===== src/rtl/alu_seq_if.sv =====
// Request/response bundle between the core sequencer and alu_seq.
interface alu_seq_if #(parameter int WIDTH = 8);
  logic             in_valid;
  logic             in_ready;
  logic [7:0]       opcode;
  logic [WIDTH-1:0] a;
  logic [WIDTH-1:0] b;
  logic             carry_in;
  logic             v_in;
  logic             decimal_en;
  logic [WIDTH-1:0] y;
  logic             carry_out;
  logic             v_out;
  logic             z_out;
  logic             n_out;
  logic             out_valid;

  modport master (
    output in_valid, opcode, a, b, carry_in, v_in, decimal_en,
    input  in_ready, y, carry_out, v_out, z_out, n_out, out_valid
  );
  modport slave (
    input  in_valid, opcode, a, b, carry_in, v_in, decimal_en,
    output in_ready, y, carry_out, v_out, z_out, n_out, out_valid
  );
endinterface


===== src/rtl/alu_seq.sv =====
// Registered ALU with binary ops in one cycle and 6502-style BCD ADD/SUB
// processed one nibble per cycle, with N/V/Z/C flags and valid/ready handshake.
module alu_seq #(
  parameter int WIDTH = 8
) (
  input logic   clk,
  input logic   rst,
  alu_seq_if.slave bus
);
  localparam int NIB = WIDTH / 4;
  localparam int CW  = (NIB > 1) ? $clog2(NIB) : 1;
  localparam int M   = WIDTH - 1;

  localparam logic [7:0] OP_AND = 8'h01, OP_OR  = 8'h02, OP_XOR = 8'h03, OP_NOT = 8'h04;
  localparam logic [7:0] OP_ASL = 8'h11, OP_ROL = 8'h12, OP_LSR = 8'h13, OP_ROR = 8'h14;
  localparam logic [7:0] OP_ADD = 8'h21, OP_INC = 8'h22, OP_SUB = 8'h23, OP_DEC = 8'h24;
  localparam logic [7:0] OP_CMP = 8'h25, OP_NOP = 8'h32;

  typedef enum logic [1:0] {IDLE, EXEC, BCD} state_t;
  state_t state;

  logic [7:0]       op_q;
  logic [WIDTH-1:0] a_q, b_q, bcd_acc;
  logic             cin_q, vin_q, bcd_c;
  logic [CW-1:0]    nib_cnt;

  logic [WIDTH:0]   add_w, sub_w, cmp_w;
  logic             add_v, sub_v;
  assign add_w = {1'b0, a_q} + {1'b0, b_q} + {{WIDTH{1'b0}}, cin_q};
  assign sub_w = {1'b0, a_q} - {1'b0, b_q} - {{WIDTH{1'b0}}, ~cin_q};
  assign cmp_w = {1'b0, a_q} - {1'b0, b_q};
  assign add_v = (a_q[M] == b_q[M]) && (add_w[M] != a_q[M]);
  assign sub_v = (a_q[M] != b_q[M]) && (sub_w[M] != a_q[M]);

  logic [WIDTH-1:0] res_y;
  logic             res_c, res_v, res_z, res_n;
  always_comb begin
    res_y = a_q;
    res_c = cin_q;
    res_v = vin_q;
    case (op_q)
      OP_AND: res_y = a_q & b_q;
      OP_OR:  res_y = a_q | b_q;
      OP_XOR: res_y = a_q ^ b_q;
      OP_NOT: res_y = ~a_q;
      OP_ASL: begin res_y = {a_q[M-1:0], 1'b0}; res_c = a_q[M]; end
      OP_ROL: begin res_y = {a_q[M-1:0], cin_q}; res_c = a_q[M]; end
      OP_LSR: begin res_y = {1'b0, a_q[M:1]};    res_c = a_q[0]; end
      OP_ROR: begin res_y = {cin_q, a_q[M:1]};   res_c = a_q[0]; end
      OP_ADD: begin res_y = add_w[M:0]; res_c = add_w[WIDTH];  res_v = add_v; end
      OP_SUB: begin res_y = sub_w[M:0]; res_c = ~sub_w[WIDTH]; res_v = sub_v; end
      OP_INC: res_y = a_q + {{(WIDTH-1){1'b0}}, 1'b1};
      OP_DEC: res_y = a_q - {{(WIDTH-1){1'b0}}, 1'b1};
      OP_CMP: res_c = ~cmp_w[WIDTH];
      default: ;
    endcase
    res_z = (res_y == '0);
    res_n = res_y[M];
    // CMP reports the flags of a-b but leaves y = a
    if (op_q == OP_CMP) begin
      res_z = (a_q == b_q);
      res_n = cmp_w[M];
    end
  end

  // bcd_c holds the carry for ADD and the borrow for SUB
  logic [CW+1:0]    nib_base;
  logic [3:0]       nib_a, nib_b, nib_r;
  logic [4:0]       add5, sub5;
  logic             nib_c, nib_last;
  logic [WIDTH-1:0] acc_nx;
  assign nib_base = {nib_cnt, 2'b00};
  assign nib_a    = a_q[nib_base +: 4];
  assign nib_b    = b_q[nib_base +: 4];
  assign add5     = {1'b0, nib_a} + {1'b0, nib_b} + {4'b0, bcd_c};
  assign sub5     = {1'b0, nib_a} - {1'b0, nib_b} - {4'b0, bcd_c};
  assign nib_last = (nib_cnt == CW'(NIB - 1));

  always_comb begin
    nib_r = add5[3:0];
    nib_c = 1'b0;
    if (op_q == OP_ADD) begin
      if (add5 > 5'd9) begin nib_r = add5[3:0] + 4'd6; nib_c = 1'b1; end
    end else begin
      nib_r = sub5[3:0];
      if (sub5[4]) begin nib_r = sub5[3:0] - 4'd6; nib_c = 1'b1; end
    end
    acc_nx = bcd_acc;
    acc_nx[nib_base +: 4] = nib_r;
  end

  always_ff @(posedge clk) begin
    if (rst) begin
      state         <= IDLE;
      bus.in_ready  <= 1'b1;
      bus.y         <= '0;
      bus.carry_out <= 1'b0;
      bus.v_out     <= 1'b0;
      bus.z_out     <= 1'b0;
      bus.n_out     <= 1'b0;
      bus.out_valid <= 1'b0;
      nib_cnt       <= '0;
      op_q          <= '0;
      a_q           <= '0;
      b_q           <= '0;
      cin_q         <= 1'b0;
      vin_q         <= 1'b0;
      bcd_c         <= 1'b0;
      bcd_acc       <= '0;
    end else begin
      bus.out_valid <= 1'b0;
      case (state)
        IDLE: if (bus.in_valid) begin
          op_q         <= bus.opcode;
          a_q          <= bus.a;
          b_q          <= bus.b;
          cin_q        <= bus.carry_in;
          vin_q        <= bus.v_in;
          bus.in_ready <= 1'b0;
          nib_cnt      <= '0;
          bcd_acc      <= '0;
          bcd_c        <= (bus.opcode == OP_ADD) ? bus.carry_in : ~bus.carry_in;
          if (bus.decimal_en && (bus.opcode == OP_ADD || bus.opcode == OP_SUB))
            state <= BCD;
          else
            state <= EXEC;
        end
        EXEC: begin
          if (op_q != OP_NOP) begin
            bus.y         <= res_y;
            bus.carry_out <= res_c;
            bus.v_out     <= res_v;
            bus.z_out     <= res_z;
            bus.n_out     <= res_n;
          end
          bus.out_valid <= 1'b1;
          bus.in_ready  <= 1'b1;
          state         <= IDLE;
        end
        BCD: begin
          bcd_acc <= acc_nx;
          bcd_c   <= nib_c;
          if (nib_last) begin
            bus.y         <= acc_nx;
            bus.carry_out <= (op_q == OP_ADD) ? nib_c : ~nib_c;
            bus.v_out     <= (op_q == OP_ADD) ? add_v : sub_v;
            bus.z_out     <= (acc_nx == '0);
            bus.n_out     <= acc_nx[M];
            bus.out_valid <= 1'b1;
            bus.in_ready  <= 1'b1;
            nib_cnt       <= '0;
            state         <= IDLE;
          end else begin
            nib_cnt <= nib_cnt + 1'b1;
          end
        end
        default: state <= IDLE;
      endcase
    end
  end
endmodule


===== src/flat_wrapper.sv =====
// flat-port wrapper written by rule: the top's interface ports become plain ports
module alu_seq_flat 
#(
  parameter int WIDTH = 8
)
  (clk, rst, bus_in_valid, bus_opcode, bus_a, bus_b, bus_carry_in, bus_v_in, bus_decimal_en, bus_in_ready, bus_y, bus_carry_out, bus_v_out, bus_z_out, bus_n_out, bus_out_valid);
  alu_seq_if #(.WIDTH(WIDTH)) bus_i ();
  input logic clk;
  input logic rst;
  input wire logic [$bits(bus_i.in_valid)-1:0] bus_in_valid;
  input wire logic [$bits(bus_i.opcode)-1:0] bus_opcode;
  input wire logic [$bits(bus_i.a)-1:0] bus_a;
  input wire logic [$bits(bus_i.b)-1:0] bus_b;
  input wire logic [$bits(bus_i.carry_in)-1:0] bus_carry_in;
  input wire logic [$bits(bus_i.v_in)-1:0] bus_v_in;
  input wire logic [$bits(bus_i.decimal_en)-1:0] bus_decimal_en;
  output wire logic [$bits(bus_i.in_ready)-1:0] bus_in_ready;
  output wire logic [$bits(bus_i.y)-1:0] bus_y;
  output wire logic [$bits(bus_i.carry_out)-1:0] bus_carry_out;
  output wire logic [$bits(bus_i.v_out)-1:0] bus_v_out;
  output wire logic [$bits(bus_i.z_out)-1:0] bus_z_out;
  output wire logic [$bits(bus_i.n_out)-1:0] bus_n_out;
  output wire logic [$bits(bus_i.out_valid)-1:0] bus_out_valid;
  assign bus_i.in_valid = bus_in_valid;
  assign bus_i.opcode = bus_opcode;
  assign bus_i.a = bus_a;
  assign bus_i.b = bus_b;
  assign bus_i.carry_in = bus_carry_in;
  assign bus_i.v_in = bus_v_in;
  assign bus_i.decimal_en = bus_decimal_en;
  assign bus_in_ready = bus_i.in_ready;
  assign bus_y = bus_i.y;
  assign bus_carry_out = bus_i.carry_out;
  assign bus_v_out = bus_i.v_out;
  assign bus_z_out = bus_i.z_out;
  assign bus_n_out = bus_i.n_out;
  assign bus_out_valid = bus_i.out_valid;
  alu_seq #(.WIDTH(WIDTH)) u_core (.clk(clk), .rst(rst), .bus(bus_i));
endmodule

===== config.mk =====
export PLATFORM = sky130hd
export DESIGN_NAME = alu_seq_flat
export DESIGN_NICKNAME = d
export VERILOG_FILES = /design/src/rtl/alu_seq_if.sv /design/src/rtl/alu_seq.sv /design/src/flat_wrapper.sv
export SDC_FILE = /design/constraint.sdc
export NUM_CORES = 1
export LEC_CHECK = 0
export CORE_ASPECT_RATIO = 0.9
export CORE_MARGIN = 2
export CORE_UTILIZATION = 30
export CTS_CLUSTER_DIAMETER = 50
export DETAILED_ROUTE_END_ITERATION = 7
export SETUP_SLACK_MARGIN = 0.05
export SYNTH_ARGS = -nofsm -noshare
export SYNTH_HDL_FRONTEND = slang
export SYNTH_SLANG_ARGS = --single-unit
export TNS_END_PERCENT = 50

===== constraint.sdc =====
create_clock -name clk -period 10.9 [get_ports clk]
set_input_delay 2.18 -clock clk [delete_from_list [all_inputs] [get_ports clk]]
set_output_delay 2.18 -clock clk [all_outputs]
set_load 0.005 [all_outputs]

==> run notes, run 1 <==
fresh numbers from the pnr run: Hold EP u_core.bus.y[0]$_SDFFE_PP0P_, maximum clock path buffer count 2, CTS sink count 52, worst path required time 11120 ps, total chip power 0.000630 W, fmax 0.208 GHz, width of the chip 142 um, fin nets 780, placed cell area 0.00569 mm2, Hold Slack 476 ps, part of the cycle the worst path needs 44.0%, GR Util All Layers 18.1%, DR iter-0 viols 484, Chip Height 128 um, status finished, final reports clean, Slew Limit Fails 0, Overflow after GRT 0, yosys stat cell total 684, Synth-to-Final Area Change 14.0%, relative slew slack 34.3%, CP Launch Type flip-flop, Final WS setup 6100 ps, Main power group combinational cells, hold path start u_core.bus.y[0]$_SDFFE_PP0P_, Post CTS Setup Buffer Count 0, port bufs 43, placed cell count 901, Logic area 0.00375 mm2, largest net degree at the start of global routing 53, Hold Path Class flip-flop to flip-flop, sequential group power 0.000219 W, R2R depth 13, r2r startpoint u_core.nib_cnt$_SDFFE_PP0P_, critical path arrival 5020 ps, number of distinct library cells after synthesis 74, first-pass GRT wire length 26000 um, Detail Route Antenna Nets 0, min cycle time layout 4800 ps, Detailed Place HPWL 12200 um, I/O Pins 44, Detailed Routing Iterations Pass 1 7, Filler cells 1797, Latency at later pin 310 ps, Worst Hold Path Cells 2, Clk pwr share 26.7%, chip area 0.0182 mm2, Num CTS Buffers 5, endpoint class of the critical path flip-flop, Cell Int Power 0.000389 W, antenna diode instance count 0, # setup viols final 0, final cell count without fillers 909, RR Endpoint u_core.bus.y[1]$_SDFFE_PP0P_, Post-Syn Area 0.00513 mm2, Leak 2.16 nW, Hold Buf Count CTS 0, Comb pwr share 38.5%, Worst-path clk slew 80 ps, CP max FO 25, Worst R2R Setup Slack 6100 ps, Initial Utilization 30.6%, CP max stage delay 910 ps, sequential share of the synthesized area 20.3%, sequential power share 34.8%, Post-CTS Resized 0, final cell area excluding filler cells 0.00585 mm2, Sequential Area 0.00104 mm2, ratio of cells with drive above 1 in the final layout 5.87%, gpl congestion 0.951, H-tree level count 2
run 1: layout make-up:
cell class              instances  area share [%]
repair buffers                 50            8.17
well taps                     211            4.52
clock buffers                   5            2.14
inverters                      42            2.70
clock inverters                 3           0.471
multi-input cells             546            64.2
flip-flops and latches         52            17.8
run 1: Yosys cell counts (all sizes together), types with 13 or more instances:
library cell  instances
dfxtp                52
nor2                 61
inv                  41
clkbuf               30
buf                  14
nor3                 16
ha                   45
o21ai                21
a211oi               15
mux2i                13
a21oi                63
nand2                87
xnor2                18
run 1: layout by cell type (no fill, tap or decap), types with 6 or more instances in the layout:
cell              n
nand2b_1         11
o21a_1            6
clkdlybuf4s50_1  42
nor3b_1          10
o211ai_1          8
a21boi_0          7
o21bai_1          8
or2_2             6
nand3_1          10
nand2_1          87
xnor2_1          18
mux2i_1          13
a22oi_1          11
a21oi_1          63
dfxtp_1          52
inv_1            41
fa_1              8
o22ai_1           7
a32oi_1           7
o21ai_0          21
a211oi_1         15
mux2_2            9
xor2_1            9
buf_4             7
nor3_1           16
ha_1             45
nor2_1           60
run 1: metal layers:
layer	vias up	global-route usage [%]	share of wire (%)
met5	-	0	0
met3	28	2.91	7.1
met1	2384	26.7	48
li1	2495	-	-
met2	194	27.1	43
met4	0	5.12	2.0
run 1: cells by family (layout without fill, tap and decap cells):
kind of cell	count (synthesis)	count (layout)	share of synthesized area [%]
flops	52	52	20.3
fa+ha+maj	53	53	14.1
compound gates	199	199	26.3
xor+xnor	27	27	4.61
simple gates	245	245	23.6
buf+inv	86	100	6.66
mux	22	22	4.51
run 1: critical path, delay by kind of cell, from the launching register on:
kind	cells	cell delay (ps)
compound gates	5	1270
buf+inv	3	680
simple gates	1	510
fa+ha+maj	3	1200
mux	1	120
flops	1	910
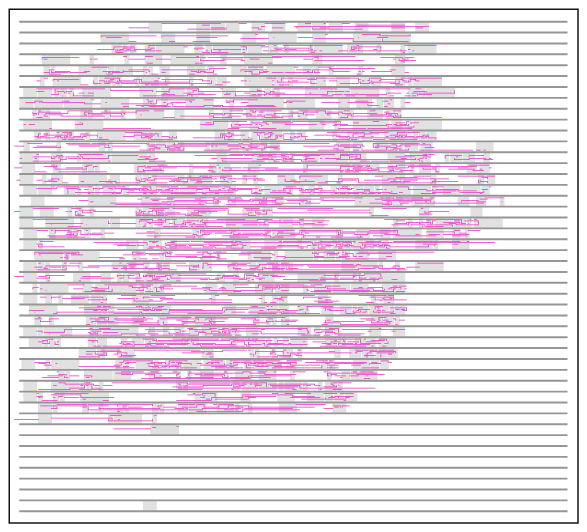
Run 1: met1 routing
(4 px per um) Supply wires on this layer in gray. Cells faint in the background.
nets with wire on the layer: 718
share of all routed wire: 48%
routed via count: 5101
GR Util met1: 26.7%
total wire length: 16000 um

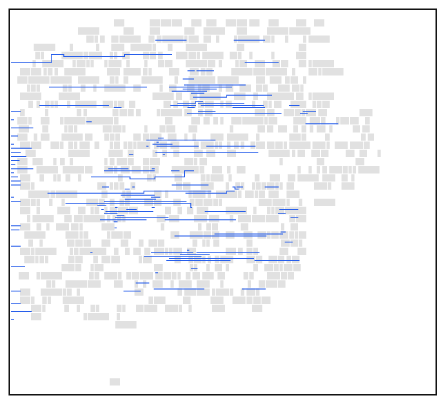
Run 1: metal 3
(3 px per um) Cells faint in the background.
longest straight run: 41.6 um
share of all routed wire: 7.1%
nets with wire on the layer: 91
main direction: horizontal
grt met3 use: 2.91%

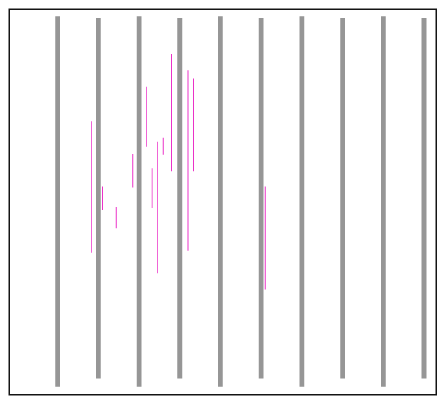
Run 1: metal 4
(3 px per um) Supply wires on this layer in gray.
nets with wire on the layer: 11
share of all routed wire: 2.0%
wire length on this layer: 314 um
main direction: vertical

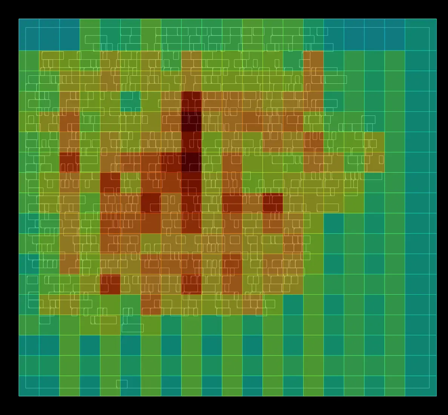
Run 1: routing congestion
Final Util: 34.8%
Top Usage Layer GRT: met2

Run 1, wiring by layer:
(3 px per um) Two of the layers only.
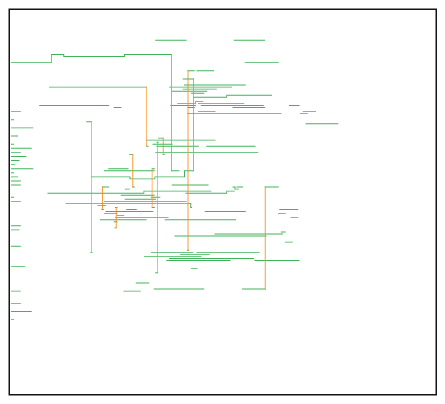

--- run 2 (diff from run 1) ---
==> constraint.sdc (replaced) <==
create_clock -name clk -period 4.99 [get_ports clk]
set_input_delay 0.998 -clock clk [delete_from_list [all_inputs] [get_ports clk]]
set_output_delay 0.998 -clock clk [all_outputs]
set_load 0.005 [all_outputs]
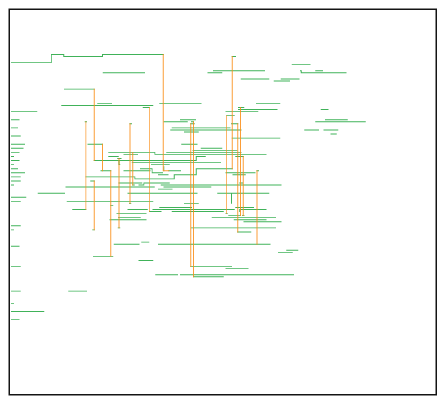
Run 2: wiring by layer
(3 px per um) Two of the layers only.
| color | layer | wire length |
|---|---|---|
| orange | met4 | 528 um |
| green | met3 | 1260 um |
routed via count: 5218
Avg WL per Cell: 18.2 um
GR Util All Layers: 18.5%

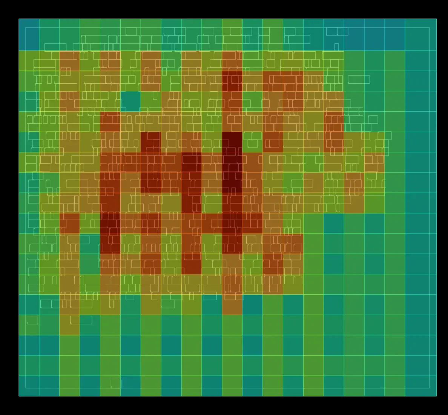
Run 2: routing congestion
grt met3 use: 3.44%
GR Util met1: 26.6%

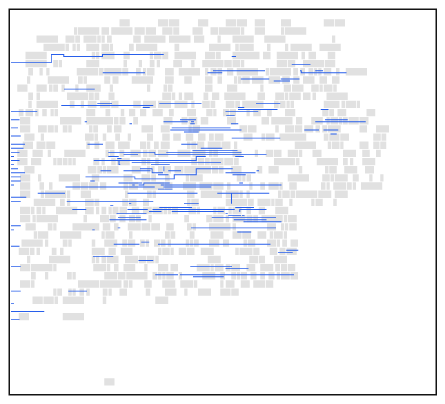
Run 2: metal 3
(3 px per um) Cells faint in the background.
wire length on this layer: 1260 um
longest straight run: 40.0 um
total wire length: 16600 um

==> run 2 against run 1 <==
Compared with the run above:
- sequential cell count did not move
- highest routed layer unchanged
- largest power group unchanged
- synthesized cell count stayed put
- area after synthesis unchanged
- combinational power is 120% higher
- hold slack worse by 6.7 ps
==> run notes, run 2 <==
fresh numbers from the pnr run: CP Launch Type flip-flop (unchanged), vias in the first global route 4788 (was 4763), relative slew slack 31.4% (was 34.3%), Post-Syn Area 0.00513 mm2 (unchanged), Main synth FF type dfxtp_1 (unchanged), final cell area excluding filler cells 0.00587 mm2 (was 0.00585 mm2), Hold Buf Count CTS 0 (unchanged), gpl congestion 0.977 (was 0.951), core area 0.0168 mm2 (unchanged), Final Util 35.0% (was 34.8%), port bufs 43 (unchanged), fin nets 784 (was 780), top-count cell post-synth nand2_1 (unchanged), total chip power 0.00138 W (was 0.000630 W), AND-OR/OR-AND Cells, Area Fraction 26.3% (unchanged), CTS sink count 52 (unchanged), Peak VDD IR 0.139 mV (was 0.0660 mV), Post-CTS Resized 0 (unchanged), most frequent cells in the layout nand2_1, a21oi_1, nor2_1, dfxtp_1, ha_1 (unchanged), Worst Setup SP u_core.a_q[0]$_SDFFE_PP0P_ (was u_core.nib_cnt$_SDFFE_PP0P_), chip area 0.0182 mm2 (unchanged), DR iter-0 viols 497 (was 484), Chip Area, Yosys 0.00513 mm2 (unchanged), Leak 2.18 nW (was 2.16 nW), number of distinct library cells after synthesis 74 (unchanged), H-tree level count 2 (unchanged), critical path arrival 4310 ps (was 5020 ps), Synth Area in Adders 14.1% (unchanged), Seq cells post-synth 52 (unchanged), antenna diode instance count 0 (unchanged), Num CTS Buffers 5 (unchanged), Synth-to-Final Area Change 14.5% (was 14.0%), CP max FO 9 (was 25), Root Driver clkbuf_16 (unchanged), status finished, final reports clean (unchanged), Detailed Routing Iterations Pass 1 6 (was 7), Detail Route Antenna Nets 0 (unchanged), top post-synthesis cells by count nand2_1, a21oi_1, nor2_1 (unchanged), final cell count without fillers 912 (was 909), vias per std cell 5.72 (was 5.61), sequential share of the synthesized area 20.3% (unchanged), placed cell area 0.00572 mm2 (was 0.00569 mm2), largest net degree at the start of global routing 53 (unchanged), Clock Skew 10.4 ps (was 9.89 ps), Synth top area share 20.3% (unchanged), area fraction in mux cells 4.51% (unchanged), hold path start u_core.vin_q$_SDFFE_PP0P_ (was u_core.bus.y[0]$_SDFFE_PP0P_), Filler cells 1816 (was 1797), Hold Path Class flip-flop to flip-flop (unchanged), xor/xnor share of the synthesized area 4.61% (unchanged), r2r startpoint u_core.a_q[0]$_SDFFE_PP0P_ (was u_core.nib_cnt$_SDFFE_PP0P_), placed cell count 905 (was 901), Detailed Place HPWL 12600 um (was 12200 um), endpoint class of the critical path flip-flop (unchanged), and+or+nand+nor area frac 23.6% (unchanged), ratio of cells with drive above 1 in the final layout 6.28% (was 5.87%), Hold Slack 469 ps (was 476 ps), Overflow after GRT 0 (unchanged), Sequential Area 0.00104 mm2 (unchanged), num rows 45 (unchanged), Latency at later pin 310 ps (about the same), cell area power density 235 mW/mm2 (was 108 mW/mm2), Synth area leader dfxtp_1 (unchanged), Worst-path clk slew 70 ps (was 80 ps), fmax 0.244 GHz (was 0.208 GHz), Final WS setup 891 ps (was 6100 ps), part of the cycle the worst path needs 82.1% (was 44.0%), Mapped Avg Cell Area 7.50 um2 (unchanged), maximum clock path buffer count 2 (unchanged), post-synthesis cell count 684 (unchanged), setup_tns 0 ps (unchanged), yosys stat cell total 684 (unchanged), Logic area 0.00375 mm2 (unchanged), Post-synth EDFFs 0 (unchanged), unrepaired setup endpoints after global routing no (unchanged), stage-log warning count 49 (unchanged), comb area leader AND-OR/OR-AND gates (unchanged), most numerous logic cell after layout nand2_1 (unchanged), worst path required time 5200 ps (was 11120 ps), Slew Limit Fails 0 (unchanged), I/O Pins 44 (unchanged), # setup viols final 0 (unchanged), Initial Utilization 30.6% (unchanged), Post CTS Setup Buffer Count 0 (unchanged), min cycle time layout 4100 ps (was 4800 ps), Chip Height 128 um (unchanged), first-pass GRT wire length 26400 um (was 26000 um), width of the chip 142 um (unchanged)
[run 2: netlist changes by cell type in the layout (fill, tap and decap cells not counted)]
cell | before | now
clkbuf_8 | 0 | 1
buf_4 | 7 | 11
inv_8 | 1 | 0
clkinvlp_4 | 1 | 0
[run 2: cell type report]
class,count,area share (%)
Tap cell,211,4.50
Clock inverter,1,0.149
Inverter,42,2.68
Timing Repair Buffer,54,8.65
Clock buffer,6,2.37
Multi-Input combinational cell,546,63.9
Sequential cell,52,17.7
[run 2: kinds of logic after synthesis]
group,count (synthesis)
DFF,52
AOI/OAI and AO/OA,199
adders and majority gates,53
and+or+nand+nor,245
muxes,22
buffers and inverters,86
xor gates and xnor gates,27
[run 2: routing by layer]
layer,track usage (%),up-vias,part of all wire [%],wire (um)
met3,3.44,40,7.6,1260
met1,26.6,2458,47,7790
met4,5.71,0,3.2,528
met2,28.0,227,42,7010
li1,-,2493,-,-
met5,0,-,0,0
[run 2: report_power, final]
part / switching, W / internal, W
registers: 0.0000361 / 0.000438
logic: 0.000321 / 0.000222
clock network: 0.000167 / 0.000198
[run 2: worst max-delay path: stages (launching register included)]
cell      delay, ps
dfxtp_1         530
inv_1           170
o21ai_0         400
fa_1            300
inv_1            60
fa_1            400
xnor2_1         370
ha_1            320
inv_1            60
o21ai_0         190
o21ai_0         140
a311oi_1        470
mux2_2          260
mux2i_1          70
a211oi_1        260
[run 2: final timing paths]
path / end / slack, ps / cells after the start
max: u_core.bus.y[2]$_SDFFE_PP0P_ / 890 / 14
min: u_core.vin_q$_SDFFE_PP0P_ / 470 / 2
max reg2reg: u_core.bus.y[2]$_SDFFE_PP0P_ / 890 / 14
min reg2reg: u_core.vin_q$_SDFFE_PP0P_ / 470 / 2
Run 2, metal 4:
(3 px per um) Supply wires on this layer in gray.
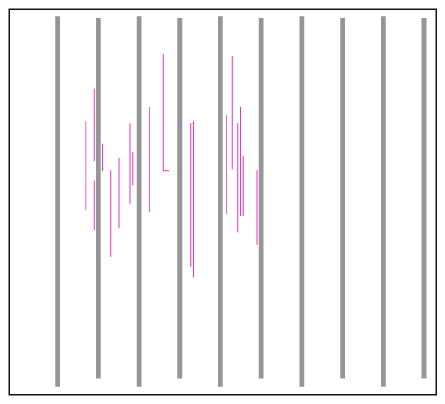

--- run 3 (diff from run 2) ---
==> constraint.sdc (replaced) <==
create_clock -name clk -period 4.2 [get_ports clk]
set_input_delay 0.84 -clock clk [delete_from_list [all_inputs] [get_ports clk]]
set_output_delay 0.84 -clock clk [all_outputs]
set_load 0.005 [all_outputs]
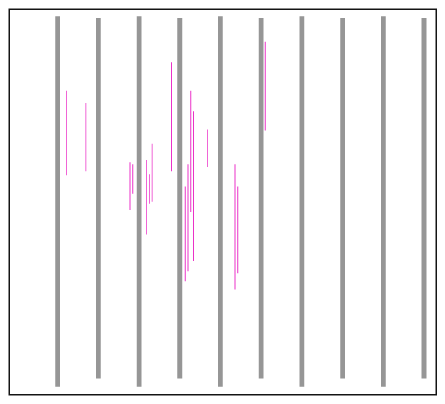
Run 3: metal 4
(3 px per um) Supply wires on this layer in gray.
longest straight run: 49.6 um
nets with wire on the layer: 15
main direction: vertical

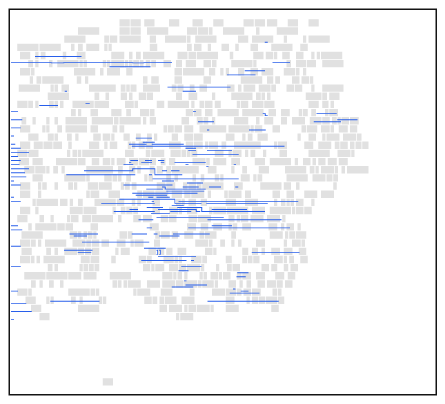
Run 3: metal 3
(3 px per um) Cells faint in the background.
longest straight run: 50.6 um
share of all routed wire: 6.7%
nets with wire on the layer: 101

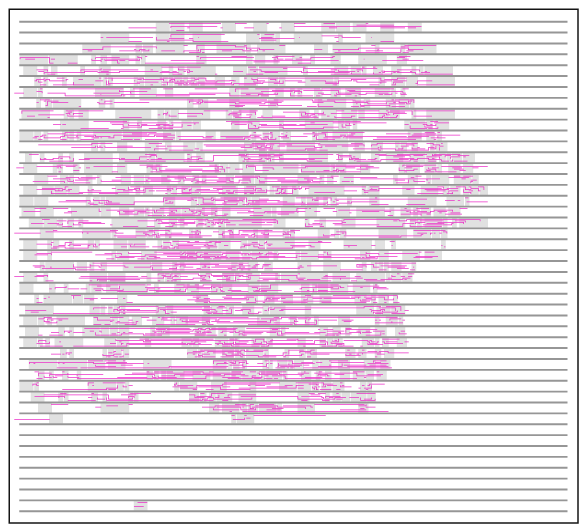
Run 3: met1 routing
(4 px per um) Supply wires on this layer in gray. Cells faint in the background.
nets with wire on the layer: 725
share of all routed wire: 49%
longest straight run: 41.9 um
wire length on this layer: 7810 um
main direction: horizontal

==> run 3 against run 2 <==
Compared with the run above:
- worst setup slack worse by 510 ps
- sequential share of layout area down 0.32 points
- via count shrank 0.80%
- utilization is 0.64 points higher
- global-route usage down 0.79 points
- highest routed layer unchanged
- combinational power rose by 22%
==> run notes, run 3 <==
fresh numbers from the pnr run: Mapped Avg Cell Area 7.50 um2 (unchanged), Filler cells 1807 (was 1816), Post-Syn Area 0.00513 mm2 (unchanged), gpl congestion 0.926 (was 0.977), CP max FO 19 (was 9), maximum clock path buffer count 2 (unchanged), Logic area 0.00375 mm2 (unchanged), Synth-to-Final Area Change 16.6% (was 14.5%), relative slew slack 36.7% (was 31.4%), Detailed Place HPWL 12500 um (was 12600 um), ratio of cells with drive above 1 in the final layout 8.10% (was 6.28%), Num CTS Buffers 5 (unchanged), Post-synth EDFFs 0 (unchanged), Leak 2.24 nW (was 2.18 nW), Chip Area, Yosys 0.00513 mm2 (unchanged), total chip power 0.00163 W (was 0.00138 W), vias in the first global route 4696 (was 4788), Hold Path Class flip-flop to flip-flop (unchanged), Sw Pwr 0.000597 W (was 0.000524 W), Final Util 35.6% (was 35.0%), part of the cycle the worst path needs 90.8% (was 82.1%), Initial Utilization 30.6% (unchanged), unrepaired setup endpoints after global routing no (unchanged), Latency at later pin 290 ps (was 310 ps), width of the chip 142 um (unchanged), top post-synthesis cells by count nand2_1, a21oi_1, nor2_1 (unchanged), Final WS setup 386 ps (was 891 ps), routed wire length on met3 1070 um (was 1260 um), Clock group 0.000419 W (was 0.000365 W), H-tree level count 2 (unchanged), CP max stage delay 450 ps (was 530 ps), GR Util met1 26.4% (was 26.6%), Overflow after GRT 0 (unchanged), vias per std cell 5.58 (was 5.72), final cell area excluding filler cells 0.00598 mm2 (was 0.00587 mm2), critical path arrival 4020 ps (was 4310 ps), met2 WL post-DR 6600 um (was 7010 um), status finished, final reports clean (unchanged), sequential power share 33.9% (was 34.3%), chip area 0.0182 mm2 (unchanged), Worst path slowest cell a311oi_1 (was dfxtp_1), Slew Limit Fails 0 (unchanged), # setup viols final 0 (unchanged), worst path cell trace buf_4 > nand2_1 > o21ai_0 > fa_1 > inv_1 > fa_1 > xnor2_1 > ha_1 > inv_1 > o21ai_0 > o21ai_0 > a311oi_1 > mux2_2 > mux2i_1 > a211oi_1 (was inv_1 > o21ai_0 > fa_1 > inv_1 > fa_1 > xnor2_1 > ha_1 > inv_1 > o21ai_0 > o21ai_0 > a311oi_1 > mux2_2 > mux2i_1 > a211oi_1), stage-log warning count 49 (unchanged), CTS sink count 52 (unchanged), Hold Slack 497 ps (was 469 ps), most frequent cells in the layout nand2_1, a21oi_1, nor2_1, dfxtp_1, ha_1 (unchanged), sequential share of the synthesized area 20.3% (unchanged), Met1 Wirelength 7810 um (was 7790 um), antenna diode instance count 0 (unchanged), Synth area leader dfxtp_1 (unchanged), worst path required time 4400 ps (was 5200 ps), DR iter-0 viols 476 (was 497), most used cell along the critical path o21ai_0, Top Usage Layer GRT met1 (was met2), fmax 0.262 GHz (was 0.244 GHz), met2 usage 26.2% (was 28.0%), core area 0.0168 mm2 (unchanged), yosys stat cell total 684 (unchanged), setup_tns 0 ps (unchanged), switch share 36.6% (was 37.9%), Post CTS Setup Buffer Count 0 (unchanged), placed cell area 0.00583 mm2 (was 0.00572 mm2), Clock Skew 3.79 ps (was 10.4 ps)
-- run 3: netlist changes by cell type in the layout (fill, tap and decap cells not counted) --
| cell | previous run | this run |
|---|---|---|
| clkbuf_1 | 0 | 1 |
| clkinv_4 | 1 | 0 |
| clkinvlp_4 | 0 | 1 |
| a21boi_0 | 7 | 6 |
| buf_4 | 11 | 25 |
| a21boi_1 | 0 | 1 |
-- run 3: area by class of cell --
class / instances / area share, %
repair buffers: 68 / 10.3
clock buffers: 7 / 2.39
well taps: 211 / 4.42
multi-input cells: 546 / 62.8
flip-flops and latches: 52 / 17.4
inverters: 42 / 2.64
clock inverters: 1 / 0.126
-- run 3: final timing paths --
check / startpoint / endpoint / slack (ps) / depth (start not counted)
min: u_core.bus.y[4]$_SDFFE_PP0P_ / u_core.bus.y[4]$_SDFFE_PP0P_ / 500 / 2
max: u_core.nib_cnt$_SDFFE_PP0P_ / u_core.bus.y[2]$_SDFFE_PP0P_ / 390 / 15
max reg2reg: u_core.nib_cnt$_SDFFE_PP0P_ / u_core.bus.y[2]$_SDFFE_PP0P_ / 390 / 15
min reg2reg: u_core.bus.y[4]$_SDFFE_PP0P_ / u_core.bus.y[4]$_SDFFE_PP0P_ / 500 / 2
-- run 3: cell families (layout without fill, tap and decap cells) --
kind of cell	count (synthesis)	after routing	synth area share (%)
fa+ha+maj	53	53	14.1
flops	52	52	20.3
mux	22	22	4.51
compound gates	199	199	26.3
simple gates	245	245	23.6
buf+inv	86	118	6.66
xor+xnor	27	27	4.61
-- run 3: worst max-delay path: cells and delay by family (launching register included) --
family | cells | cell delay, ps
AND-OR/OR-AND | 5 | 1180
XOR/XNOR | 1 | 350
adder cells (fa/ha/maj) | 3 | 990
buffers and inverters | 3 | 390
flip-flops | 1 | 430
multiplexers | 2 | 320
AND/OR/NAND/NOR | 1 | 70
Power and IR drop assume default switching activity.
